Design dram_feature_rd_sched, sky130hd; sources not shown.
Figure 1. Metal 1.
Scale bar: 50 um.
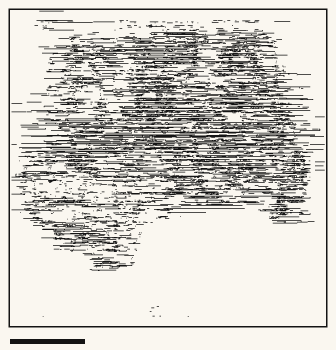
nets with wire on the layer: 1891
wire length on this layer: 17800 um
longest straight run: 71.8 um
vias: 11800
WL final: 38.8 mm
met1 usage: 24.6%

Figure 2. M2 wires.
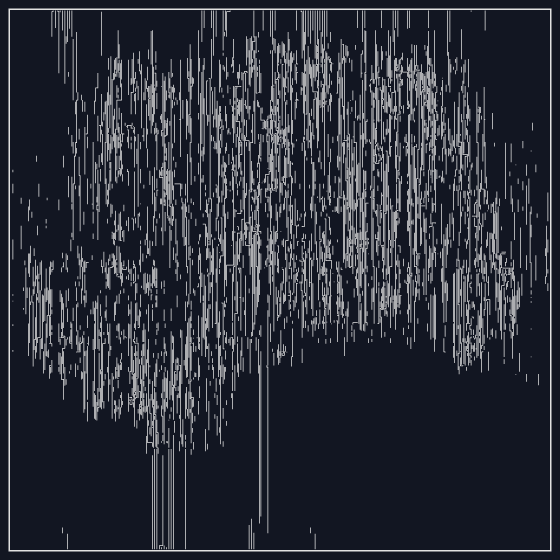
share of all routed wire: 46%
main direction: vertical
GR Util met2: 28.3%

Figure 3. Met3 routing.
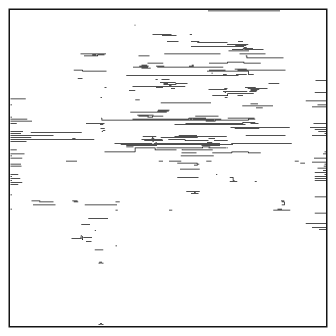
wire length on this layer: 2590 um
nets with wire on the layer: 181
met3 Resource Use GR: 3.48%

==> impl_metrics.ini <==
; generated from flow reports
[cells_and_area]
drive_above_1_share_pct = 5.33
stdcell_area_um2 = 14600
finalNetCount = 2031

[cts]
numCtsBuffers = 17
cts_tree = built
postCtsHoldBufs = 0
cts.repair.resized = 0

[logic_synthesis]
synthMuxAreaShare_pct = 0.0916
synth_stat.cells = 1708
yosys.stat.seqShare_pct = 27.5
logic_family = simple AND/OR/NAND/NOR gates
ys_sh_adder_pct = 17.7
ff_type = dfrtp_1
async_reset_ff_share_pct = 100
synthAoiAreaFrac_pct = 14.7
syn_area_per_cell_um2 = 7.20

[route]
postRouteAntennaNets = 0
drc = 0
wl_per_cell_um = 16.4

[critical_path]
rrSetupSlack_ns = 3.22
slowest_delay_ns = 0.56
worstPathArrival_ns = 5.58

[die]
chipWidth_um = 210
coreArea_um2 = 40100
die_y_um = 210

[placed_design]
placed_cell_area_um2 = 14000
numPortBuffers = 97

[final_timing]
slew_headroom_pct = 23.6
tightest_slew_ns = 1.14
report.final.slew_viol_count = 0

[grt]
grt_max_degree = 85

[status]
status = completed

[min_path]
worstHoldPathType = input pin to asynchronous set/reset pin

[power_and_ir_drop]
power.density_nw_per_um2 = 502
[cells in the mapped netlist, drive strengths merged, types with 2 or more instances]
cell type / number / area share (%)
o21a: 2 / 0.12
a31oi: 20 / 1.0
or2: 9 / 0.46
o21bai: 3 / 0.18
and3: 2 / 0.10
clkbuf: 41 / 1.3
o22ai: 18 / 0.92
o21ai: 155 / 6.3
nand3: 71 / 3.0
inv: 280 / 8.6
ha: 78 / 7.9
o211ai: 20 / 1.2
nor3b: 2 / 0.12
a21o: 2 / 0.12
buf: 20 / 1.1
nor3: 27 / 1.2
xor2: 42 / 3.0
a21boi: 4 / 0.24
fa: 60 / 9.8
dfrtp: 135 / 27
nand2: 421 / 13
o31ai: 7 / 0.43
a21oi: 81 / 3.4
a22oi: 4 / 0.33
and2: 2 / 0.10
nand4: 22 / 1.2
o221ai: 4 / 0.29
nand3b: 5 / 0.31
nor4: 10 / 0.56
nor2: 142 / 4.7
xnor2: 14 / 1.0
[cell usage in the layout, fill, tap and decap left out, types with 7 or more instances in the layout]
cell	Yosys	layout
dfrtp_1	135	135
nor3_1	25	25
ha_1	78	78
nand2_1	411	411
nor2_1	128	128
buf_2	10	10
xor2_1	42	42
clkbuf_16	0	17
nand3_1	69	69
nor2_2	12	12
a21oi_1	80	80
a31oi_1	20	20
fa_1	60	60
clkbuf_1	40	41
o31ai_1	7	7
o22ai_1	18	18
xnor2_1	14	14
nand2_2	7	7
nor4_1	9	9
inv_1	275	275
o21ai_1	30	30
clkdlybuf4s50_1	0	96
o211ai_1	20	20
nand4_1	21	21
o21ai_0	124	124
[per-stage QoR]
| step | util, % | setup TNS [ns] | total power [mW] | setup WS, ns |
|---|---|---|---|---|
| final | 36.5 | 0 | 7.35 | 1.33 |
| after global routing | 36.5 | 0 | 8.05 | 1.03 |
| after CTS | 36.5 | 0 | 7.33 | 1.34 |
| after detailed placement | 34.8 | 0 | 6.18 | 0.897 |
| after global placement | 34.7 | -153.34 | 6.10 | -1.15 |
| after floorplan | - | 0 | 4.73 | 1.52 |
[power breakdown]
part	switching [mW]	leakage (nW)	internal, mW
Sequential	0.528	1.66	1.22
Combinational	2.80	5.13	1.69
Clock	0.405	0.321	0.713
Total	3.73	7.11	3.62
[worst reg2reg max path, stage by stage (launching register included)]
cell     delay, ns
dfrtp_1       0.42
nor2_2        0.18
nand2_1       0.10
nor3_1        0.18
nand2_2       0.17
nor2_1        0.18
inv_1         0.08
ha_1          0.31
a21oi_1       0.13
o21ai_0       0.10
nor2_1        0.50
nand3_1       0.18
nand2_2       0.15
ha_1          0.20
nand3_1       0.11
nor2_1        0.10
nand2_1       0.05
nand3_1       0.07
nand2_1       0.05
[per-layer routing]
layer	routed length, um	up-vias
met5	0	-
met4	756	0
met3	2590	50
met2	17700	382
met1	17800	5643
li1	-	5746
[final cells by class]
class | instances | area, um^2 | share of cell area [%]
sequential | 135 | 3380 | 23.1
multi-input combinational | 1233 | 7570 | 51.7
tap | 525 | 657 | 4.49
buffer | 61 | 292 | 1.99
timing repair buffer | 98 | 1000 | 6.86
inverter | 281 | 1060 | 7.22
clock inverter | 14 | 248 | 1.69
clock buffer | 18 | 429 | 2.93
Power and IR drop assume default switching activity.
